File: src/rtl/mux153_arbiter.sv
// Round-robin owner arbiter driving a dual 4:1 mux.
// Break-before-make GAP cycle between owners, burst-limited.
module mux153_arbiter #(
  parameter int unsigned BURST = 4
) (
  input  logic       clk,
  input  logic       rst_n,
  input  logic [3:0] req,
  output logic [3:0] gnt,
  output logic [1:0] A,
  output logic       _S1,
  output logic       _S2,
  output logic       busy
);

  typedef enum logic [1:0] {
    IDLE,
    GAP,
    OWN
  } state_t;

  localparam logic [3:0] CNT_MAX = 4'(BURST - 1);

  state_t     state;
  logic [3:0] cnt;
  logic [1:0] last_owner;

  logic [3:0] others;
  logic       owner_req;
  logic       any_req;
  logic       any_other;
  logic [1:0] rr_all;
  logic [1:0] rr_oth;

  // First set bit searching upward from last+1, wrapping.
  function automatic logic [1:0] rr_pick(
    input logic [3:0] r,
    input logic [1:0] last
  );
    logic [1:0] idx;
    logic [1:0] pick;
    logic       found;
    pick  = last;
    found = 1'b0;
    for (int i = 1; i <= 4; i++) begin
      idx = last + 2'(i);
      if (!found && r[idx]) begin
        pick  = idx;
        found = 1'b1;
      end
    end
    return pick;
  endfunction

  // Request views relative to the last owner.
  always_comb begin
    others    = req & ~(4'b0001 << last_owner);
    owner_req = req[last_owner];
    any_req   = |req;
    any_other = |others;
    rr_all    = rr_pick(req, last_owner);
    rr_oth    = rr_pick(others, last_owner);
  end

  // Arbiter FSM; every output is a register.
  always_ff @(posedge clk or negedge rst_n) begin
    if (!rst_n) begin
      state      <= IDLE;
      gnt        <= 4'b0000;
      A          <= 2'd0;
      _S1        <= 1'b1;
      _S2        <= 1'b1;
      busy       <= 1'b0;
      cnt        <= 4'd0;
      last_owner <= 2'd3;
    end else begin
      unique case (state)
        IDLE: begin
          if (any_req) begin
            state <= GAP;
            A     <= rr_all;
            busy  <= 1'b1;
          end
        end
        GAP: begin
          if (req[A]) begin
            state      <= OWN;
            gnt        <= 4'b0001 << A;
            _S1        <= 1'b0;
            _S2        <= 1'b0;
            last_owner <= A;
            cnt        <= 4'd0;
          end else if (any_req) begin
            A <= rr_all;
          end else begin
            state <= IDLE;
            busy  <= 1'b0;
          end
        end
        OWN: begin
          if (!owner_req) begin
            gnt <= 4'b0000;
            _S1 <= 1'b1;
            _S2 <= 1'b1;
            if (any_other) begin
              state <= GAP;
              A     <= rr_oth;
            end else begin
              state <= IDLE;
              busy  <= 1'b0;
            end
          end else if (cnt == CNT_MAX && any_other) begin
            gnt   <= 4'b0000;
            _S1   <= 1'b1;
            _S2   <= 1'b1;
            state <= GAP;
            A     <= rr_oth;
          end else if (cnt != CNT_MAX) begin
            cnt <= cnt + 4'd1;
          end
        end
        default: begin
          state <= IDLE;
          gnt   <= 4'b0000;
          _S1   <= 1'b1;
          _S2   <= 1'b1;
          busy  <= 1'b0;
        end
      endcase
    end
  end

endmodule

File: config.mk
export PLATFORM = sky130hd
export DESIGN_NAME = mux153_arbiter
export DESIGN_NICKNAME = d
export VERILOG_FILES = /design/src/rtl/mux153_arbiter.sv
export SDC_FILE = /design/constraint.sdc
export NUM_CORES = 1
export LEC_CHECK = 0
export CORE_MARGIN = 2
export CORE_UTILIZATION = 59
export DETAILED_ROUTE_END_ITERATION = 6
export HOLD_SLACK_MARGIN = 0.15
export PLACE_DENSITY = 0.85
export REMOVE_ABC_BUFFERS = 1
export SETUP_SLACK_MARGIN = 0.5
export SLEW_MARGIN = 10
export SYNTH_ARGS = -nofsm -noshare
export SYNTH_HDL_FRONTEND = slang
export SYNTH_SLANG_ARGS = --single-unit
File: constraint.sdc
create_clock -name clk -period 9.28 [get_ports clk]
set_clock_uncertainty 0.15 [all_clocks]
set_input_delay 1.856 -clock clk [delete_from_list [all_inputs] [get_ports clk]]
set_output_delay 1.856 -clock clk [all_outputs]
set_load 0.01 [all_outputs]
### Wiring by layer

Two of the layers only.
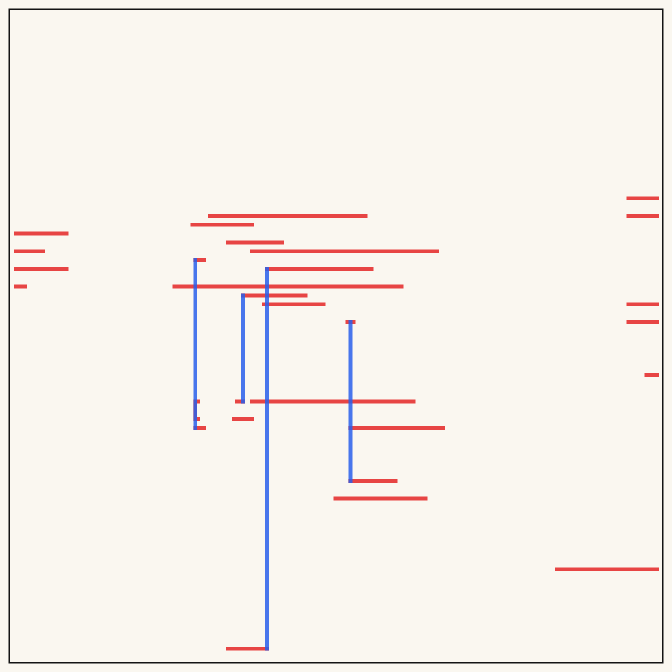
legend:
  red:
    layer: metal 3
    wire_length: 136 um
  blue:
    layer: metal 4
    wire_length: 62.6 um
GRT Util Overall: 23.59%
final WL: 2648 um

### The metal 3 layer

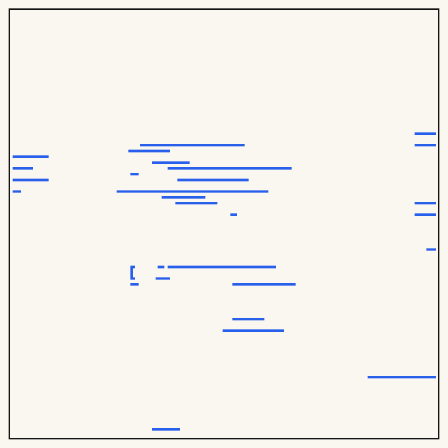
main direction: horizontal
share of all routed wire: 5.1%
longest straight run: 17.5 um
wire length on this layer: 136 um
GR Util met3: 3.571%
routed via count: 1056

==> impl_metrics.yaml <==
# synthesis and place-and-route metrics
detailed_routing:
  met1_length_um: 1113
  dr.pass1.iters: 4
  postRouteAntennaNets: 0
  met2RoutedLength_um: 1337
  drc: 0
  routed_via_density: 6.323
  highest_layer: "met4"
cells_and_area:
  fin_cells: 167
  most-common-layout-cells: "14 x clkdlybuf4s50_1, 13 x dfrtp_1, 11 x nand2_1"
  fin_nets: 152
  antenna_cells: 0
  fillCellCount: 136
  n_all_buffers: 14
  clock_area_share_pct: 1.836
  clkbuf_count: 4
  final_core_util_pct: 72.22
  largestRegisters: "cnt x4, gnt x4"
  seqCellArea_um2: 404.1
  inv_count: 8
  logic_area_um2: 797.0
  comb_area_share_pct: 55.68
  sh_seq_area_pct: 28.23
  largest_cell_class: "multi-input combinational cells"
  ff_count: 16
timing:
  slew_headroom_pct: 52.86
  layout_setup_ws_ns: 5.427
  hold_slack_ns: 0.3572
  hold_viol: 0
  rsz0062_at_grt: "false"
  worst_pin_slew_ns: 0.7049
clocking:
  clkSinkCount: 16
  cts_inserted_buffers: 3
  clk_pin_slew_worst_paths_ns: 0.10
  clk_latency_ns: 0.29
  cts_resized: 0
  cts_hold_buf: 0
  cts-root-buf: "clkbuf_4"
  cts.path.max_buffers: 2
place:
  dpl.hpwl_um: 1977
  dp.cells: 163
  port_buffers: 14
  dp_slack_ns: 5.114
pwr:
  seqPwrFrac_pct: 31.0
  power_leader: "combinational cells"
  peakVddDrop_mv: 0.2142
  switching_power_w: 0.0002014
  combPwrFrac_pct: 60.4
  intPower_w: 0.0002603
  sw_frac_of_total_pct: 43.62
  power.share.clock_pct: 8.6
  leakagePower_nw: 0.6019
yosys:
  adder_share_pct: 5.765
  synth_flops: 16
  syn_area_per_cell_um2: 9.990
  synth_cell_types: 40
  synth_xor_xnor_area_share_pct: 1.392
  ys_cells: 126
  edf_count: 0
  most_common_cell: "dfrtp_1"
  simple_gate_area_share_pct: 20.68
  ys_chip_area_um2: 1259
  top_cell_area_share_pct: 25.84
  top_cells_by_count: "13 x dfrtp_1, 11 x nand2_1, 8 x nor2_1, 8 x o21ai_0"
  syn_area_um2: 1259
  netlist_logic_family_top: "multiplexers"
  area_leaders: "dfrtp_1 26%, mux4_2 8.9%, dfstp_2 6.3%"
  synth_top_cell_by_area: "dfrtp_1"
worst_hold_path:
  hold_end: "_S2"
  hold_path.class: "flop to flop"
critical_path:
  crit_buf_inv: 1
  crit_end: "gnt[1]"
  cp_cell_sequence: "clkdlybuf4s50_1 -> mux4_1 -> a21oi_1 -> mux2_2"
  critical-path-top-delay-family: "multiplexers"
  cp.depth: 4
  cp_slowest_stage_delay_ns: 0.70
  crit_fanout: 10
  r2r_start: "last_owner[0]"
  crit_slowest_cell: "mux4_1"
  startpoint: "req[1]"
  rrSetupSlack_ns: 6.01
  worstSetupPathType: "primary input to flop"
outcome:
  status: "finished, final reports clean"
floorplan:
  fp.dieW_um: 50.19
  dieArea_um2: 2519
  row_count: 16
run:
  maxCapViolCount: 0
global_route:
  grtUsageMet2_pct: 39.69
  antenna_found_initial: 0
  grt_max_degree: 17
Power figures rest on the tool's default switching activity, not on a simulated workload.
